**src/rtl/fp_mult_normalizer_if.sv**
```systemverilog
// Handshake and data bundle between the FP multiplier core, this normalizer and the result consumer.
// The slave modport is the normalizer's view; master is the driver/consumer view.
interface fp_mult_normalizer_if;
   logic        in_valid;
   logic        in_ready;
   logic        Signo_resul;
   logic [8:0]  Exp_resul;
   logic [47:0] Mant_producto;
   logic        Op_cero;
   logic        out_valid;
   logic        out_ready;
   logic [31:0] Resultado;
   logic        Overflow;
   logic        Underflow;
   logic        Inexacto;

   modport master (
      output in_valid,
      output Signo_resul,
      output Exp_resul,
      output Mant_producto,
      output Op_cero,
      output out_ready,
      input  in_ready,
      input  out_valid,
      input  Resultado,
      input  Overflow,
      input  Underflow,
      input  Inexacto
   );

   modport slave (
      input  in_valid,
      input  Signo_resul,
      input  Exp_resul,
      input  Mant_producto,
      input  Op_cero,
      input  out_ready,
      output in_ready,
      output out_valid,
      output Resultado,
      output Overflow,
      output Underflow,
      output Inexacto
   );
endinterface

```
**src/rtl/fp_mult_normalizer.sv**
```systemverilog
// Two-stage bias removal, normalization, rounding and IEEE-754 packing for the FP multiplier.
// Define ROUND_NEAREST_EN for round-to-nearest-even; without it the mantissa is truncated.
module fp_mult_normalizer #(
   parameter int BIAS    = 127,
   parameter int EXP_MAX = 255
) (
   input logic                 clk,
   input logic                 rst_n,
   fp_mult_normalizer_if.slave bus
);

   typedef struct packed {
      logic              sign;
      logic              zero;
      logic signed [9:0] exp;
      logic [22:0]       mant;
      logic              guard;
      logic              sticky;
   } stage1_t;

   stage1_t           s1_d;
   stage1_t           s1_q;
   logic              v1;
   logic              v2;
   logic              s2_adv;
   logic              in_ready_int;
   logic              in_fire;
   logic              norm_shift;
   logic              round_up;
   logic [23:0]       mant_sum;
   logic signed [9:0] exp_rnd;
   logic [31:0]       res_d;
   logic [31:0]       res_q;
   logic              ovf_d;
   logic              ovf_q;
   logic              unf_d;
   logic              unf_q;
   logic              inx_d;
   logic              inx_q;

   // Stage 2 frees up whenever it is empty or its result is being taken this cycle.
   assign s2_adv       = !v2 || bus.out_ready;
   assign in_ready_int = !v1 || s2_adv;
   assign in_fire      = bus.in_valid && in_ready_int;

   assign bus.in_ready  = in_ready_int;
   assign bus.out_valid = v2;
   assign bus.Resultado = res_q;
   assign bus.Overflow  = ovf_q;
   assign bus.Underflow = unf_q;
   assign bus.Inexacto  = inx_q;

   // A product in [2,4) has its leading one at bit 47 and bumps the exponent by one.
   always_comb begin
      s1_d       = '0;
      norm_shift = bus.Mant_producto[47];
      s1_d.sign  = bus.Signo_resul;
      s1_d.zero  = bus.Op_cero;
      s1_d.exp   = signed'({1'b0, bus.Exp_resul}) - signed'(10'(BIAS))
                   + signed'({9'b0, norm_shift});
      if (norm_shift) begin
         s1_d.mant   = bus.Mant_producto[46:24];
         s1_d.guard  = bus.Mant_producto[23];
         s1_d.sticky = |bus.Mant_producto[22:0];
      end else begin
         s1_d.mant   = bus.Mant_producto[45:23];
         s1_d.guard  = bus.Mant_producto[22];
         s1_d.sticky = |bus.Mant_producto[21:0];
      end
   end

   // Stage 1 register: holds its entry until stage 2 can take it.
   always_ff @(posedge clk or negedge rst_n) begin
      if (!rst_n) begin
         v1   <= 1'b0;
         s1_q <= '0;
      end else begin
         if (in_fire) begin
            v1   <= 1'b1;
            s1_q <= s1_d;
         end else if (s2_adv) begin
            v1 <= 1'b0;
         end
      end
   end

   // Round, then classify on the post-carry exponent so a round-up into 255 saturates.
   always_comb begin
`ifdef ROUND_NEAREST_EN
      round_up = s1_q.guard && (s1_q.sticky || s1_q.mant[0]);
`else
      round_up = 1'b0;
`endif
      mant_sum = {1'b0, s1_q.mant} + {23'b0, round_up};
      exp_rnd  = s1_q.exp + signed'({9'b0, mant_sum[23]});
      res_d    = {s1_q.sign, exp_rnd[7:0], mant_sum[22:0]};
      ovf_d    = 1'b0;
      unf_d    = 1'b0;
      inx_d    = s1_q.guard || s1_q.sticky;
      if (s1_q.zero) begin
         res_d = {s1_q.sign, 31'b0};
         inx_d = 1'b0;
      end else if (exp_rnd >= signed'(10'(EXP_MAX))) begin
         res_d = {s1_q.sign, 8'hFF, 23'b0};
         ovf_d = 1'b1;
         inx_d = 1'b1;
      end else if (exp_rnd <= 10'sd0) begin
         res_d = {s1_q.sign, 31'b0};
         unf_d = 1'b1;
         inx_d = 1'b1;
      end
   end

   // Stage 2 register: result and flags only change when the slot advances.
   always_ff @(posedge clk or negedge rst_n) begin
      if (!rst_n) begin
         v2    <= 1'b0;
         res_q <= '0;
         ovf_q <= 1'b0;
         unf_q <= 1'b0;
         inx_q <= 1'b0;
      end else if (s2_adv) begin
         v2 <= v1;
         if (v1) begin
            res_q <= res_d;
            ovf_q <= ovf_d;
            unf_q <= unf_d;
            inx_q <= inx_d;
         end
      end
   end

endmodule

```
**src/flat_wrapper.sv**
```systemverilog
// flat-port wrapper written by rule: the top's interface ports become plain ports
module fp_mult_normalizer_flat 
#(
   parameter int BIAS    = 127,
   parameter int EXP_MAX = 255
)
  (clk, rst_n, bus_in_valid, bus_Signo_resul, bus_Exp_resul, bus_Mant_producto, bus_Op_cero, bus_out_ready, bus_in_ready, bus_out_valid, bus_Resultado, bus_Overflow, bus_Underflow, bus_Inexacto);
  fp_mult_normalizer_if bus_i ();
  input logic clk;
  input logic rst_n;
  input wire logic [$bits(bus_i.in_valid)-1:0] bus_in_valid;
  input wire logic [$bits(bus_i.Signo_resul)-1:0] bus_Signo_resul;
  input wire logic [$bits(bus_i.Exp_resul)-1:0] bus_Exp_resul;
  input wire logic [$bits(bus_i.Mant_producto)-1:0] bus_Mant_producto;
  input wire logic [$bits(bus_i.Op_cero)-1:0] bus_Op_cero;
  input wire logic [$bits(bus_i.out_ready)-1:0] bus_out_ready;
  output wire logic [$bits(bus_i.in_ready)-1:0] bus_in_ready;
  output wire logic [$bits(bus_i.out_valid)-1:0] bus_out_valid;
  output wire logic [$bits(bus_i.Resultado)-1:0] bus_Resultado;
  output wire logic [$bits(bus_i.Overflow)-1:0] bus_Overflow;
  output wire logic [$bits(bus_i.Underflow)-1:0] bus_Underflow;
  output wire logic [$bits(bus_i.Inexacto)-1:0] bus_Inexacto;
  assign bus_i.in_valid = bus_in_valid;
  assign bus_i.Signo_resul = bus_Signo_resul;
  assign bus_i.Exp_resul = bus_Exp_resul;
  assign bus_i.Mant_producto = bus_Mant_producto;
  assign bus_i.Op_cero = bus_Op_cero;
  assign bus_i.out_ready = bus_out_ready;
  assign bus_in_ready = bus_i.in_ready;
  assign bus_out_valid = bus_i.out_valid;
  assign bus_Resultado = bus_i.Resultado;
  assign bus_Overflow = bus_i.Overflow;
  assign bus_Underflow = bus_i.Underflow;
  assign bus_Inexacto = bus_i.Inexacto;
  fp_mult_normalizer #(.BIAS(BIAS), .EXP_MAX(EXP_MAX)) u_core (.clk(clk), .rst_n(rst_n), .bus(bus_i));
endmodule
```
**config.mk**
```make
export PLATFORM = sky130hd
export DESIGN_NAME = fp_mult_normalizer_flat
export DESIGN_NICKNAME = d
export VERILOG_FILES = /design/src/rtl/fp_mult_normalizer_if.sv /design/src/rtl/fp_mult_normalizer.sv /design/src/flat_wrapper.sv
export SDC_FILE = /design/constraint.sdc
export NUM_CORES = 1
export LEC_CHECK = 0
export CAP_MARGIN = 20
export CORE_MARGIN = 4
export CORE_UTILIZATION = 37
export DETAILED_ROUTE_END_ITERATION = 6
export GPL_TIMING_DRIVEN = 0
export MAX_ROUTING_LAYER = met4
export PLACE_DENSITY_LB_ADDON = 0.25
export SLEW_MARGIN = 20
export SYNTH_ARGS = -nofsm -noshare
export SYNTH_HDL_FRONTEND = slang
export SYNTH_SLANG_ARGS = --single-unit
```
**constraint.sdc**
```tcl
create_clock -name clk -period 4.57 [get_ports clk]
set_input_delay 0.914 -clock clk [delete_from_list [all_inputs] [get_ports clk]]
set_output_delay 0.914 -clock clk [all_outputs]
set_load 0.01 [all_outputs]
```
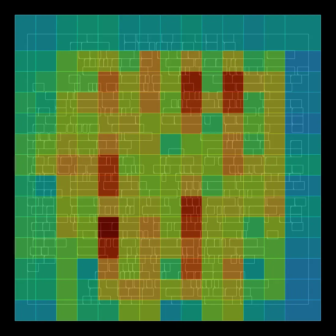
(images/final_congestion.png)
Layout Utilization: 54.4%
met1 usage: 20.7%
grt peak-use layer: met2
met2 GRT Util: 25.7%

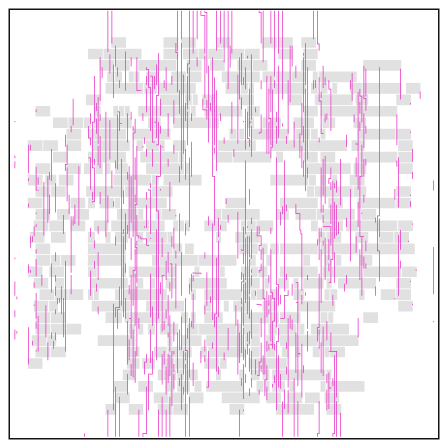
(images/met2.png)
main direction	vertical
share of all routed wire	46%
wire length on this layer	3660 um
total number of vias: 2617
final wirelength: 7880 um

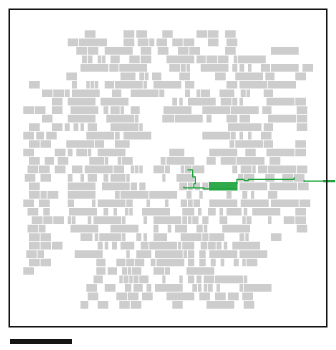
(images/port_nets.png)
Bar = 20 um.
port	colour	bits	direction	edge	end cells	buffers	wire
bus_out_valid	green	1	output	right	1	1	54.3 um
IO Pins: 100
IO Port Bufs: 98

## worst min-delay path by stage
stage          slack [ns]         endpoint  depth (start not counted)       startpoint
3_3_place_gp         0.46  u_core.s1_q[36]                          2  u_core.s1_q[36]
3_5_place_dp         0.47  u_core.s1_q[36]                          2  u_core.s1_q[36]
6_report             0.48  u_core.s1_q[36]                          2  u_core.s1_q[36]
5_1_grt              0.50   u_core.s1_q[1]                          2   u_core.s1_q[1]
2_1_floorplan        0.44  u_core.s1_q[36]                          2  u_core.s1_q[36]
4_1_cts              0.49  u_core.s1_q[36]                          2  u_core.s1_q[36]
## sequential cells by signal, indices dropped and copies added (netlist names)
signal and cells:
u_core.bus.Inexacto 1, u_core.bus.Overflow 1, u_core.bus.Resultado 32, u_core.bus.Underflow 1, u_core.bus.out_valid 1, u_core.s1_q 37
u_core.v1 1
==> results.toml <==
# generated from flow reports
[yosys]
ys_seq_share_pct = 57.2
ys_sh_xor_pct = 1.89
ys_types = 37
ys_sh_adder_pct = 0.773
topCombFamilyByArea = "simple AND/OR/NAND/NOR gates"
top_cells_by_count = "dfrtp_1, nand2_1, o21ai_0"
ys_cells = 296
top_area_share_pct = 57.2
synth.cellmix.simpleShare_pct = 16.0
ys.flops = 74
synthArstFlopShare_pct = 100
top_area_cell = "dfrtp_1"
yosys.area_share.aoi_pct = 13.2
synthesis.area_um2 = 3240
synthTopCellsByArea = "dfrtp_1, mux2i_1, nand2_1"
syn_avg_cell_area_um2 = 10.9

[placed_design]
gp_congestion = 0.826
placed_cells = 500
place_hpwl_um = 6080
post-place-ws_ns = 1.45
postPlaceCellArea_um2 = 4370

[global_route]
grt_max_degree = 42
antenna_found_initial = 0
gr-usage-met3_pct = 3.72
grt_use_total_pct = 16.7
grt_pass1_wl_um = 13000
grt_pass1_vias = 2714

[clock_network]
clkTransAtPathRegs_ns = 0.08
cts-root-buf = "clkbuf_8"
htree_num_levels = 3
post_cts_buffers = 0
cts_buffer_depth = 2
cts_hold_buf = 0
post_cts_resize_count = 0

[setup_path]
crit_top_cell = "clkdlybuf4s50_1"
cp.arrival_ns = 2.20
path_depth = 3
crit_buf_inv = 2
cp-endpoint = "bus_in_ready"
path_delay_family = "buffers and inverters"
max_stage_delay_ns = 0.60
crit_path_end_kind = "primary output"
critPathKind = "input port to primary output"
start_kind = "input port"

[final_layout]
logic_area_um2 = 1280
seq_cells = 74
final_nets = 471
clkCellAreaFrac_pct = 4.22
largest_cell_class = "registers"
inverters_excl_clock = 3
ff_latch_area_um2 = 1850
num_antenna_cells = 0
drive_above_1_share_pct = 8.05
fin_area_um2 = 4560
lay_top_cells = "clkdlybuf4s50_1, dfrtp_1, nand2_1"
nClkBuffers = 10
nMultiInputCombCells = 201
buf_share_pct = 23.9
finalNonFillerCells = 515

[power_and_ir_drop]
cellPowerDensity_nw_per_um2 = 382
p_comb_share_pct = 23.7
peakVddDrop_uv = 123
power_w = 0.00174
powerSeq_w = 0.000827
p_sw_share_pct = 28.0
p_switching_w = 0.000488
pwr-share-clk_pct = 28.8

[floorplan]
initCoreUtil_pct = 38.6
num_rows = 33
well_tap_count = 105
core_area_um2 = 8380

[timing]
hold_viol = 0
tightest_slew_ns = 0.448
setup_viol = 0
post-route-min-period_ns = 3.11
min_period_over_period_pct = 68.1
whs_ns = 0.480
max_freq_mhz = 321

[min_path]
hold_class = "flip-flop to flip-flop"

[detailed_routing]
wl_met3_um = 456
drt_first_pass_iters = 5
top_layer = "met4"
wl_met1_um = 3570

[run]
warnings = 26
cap_viol_max_count = 0

[outcome]
status = "finished, final reports clean"
Power and IR drop assume default switching activity.
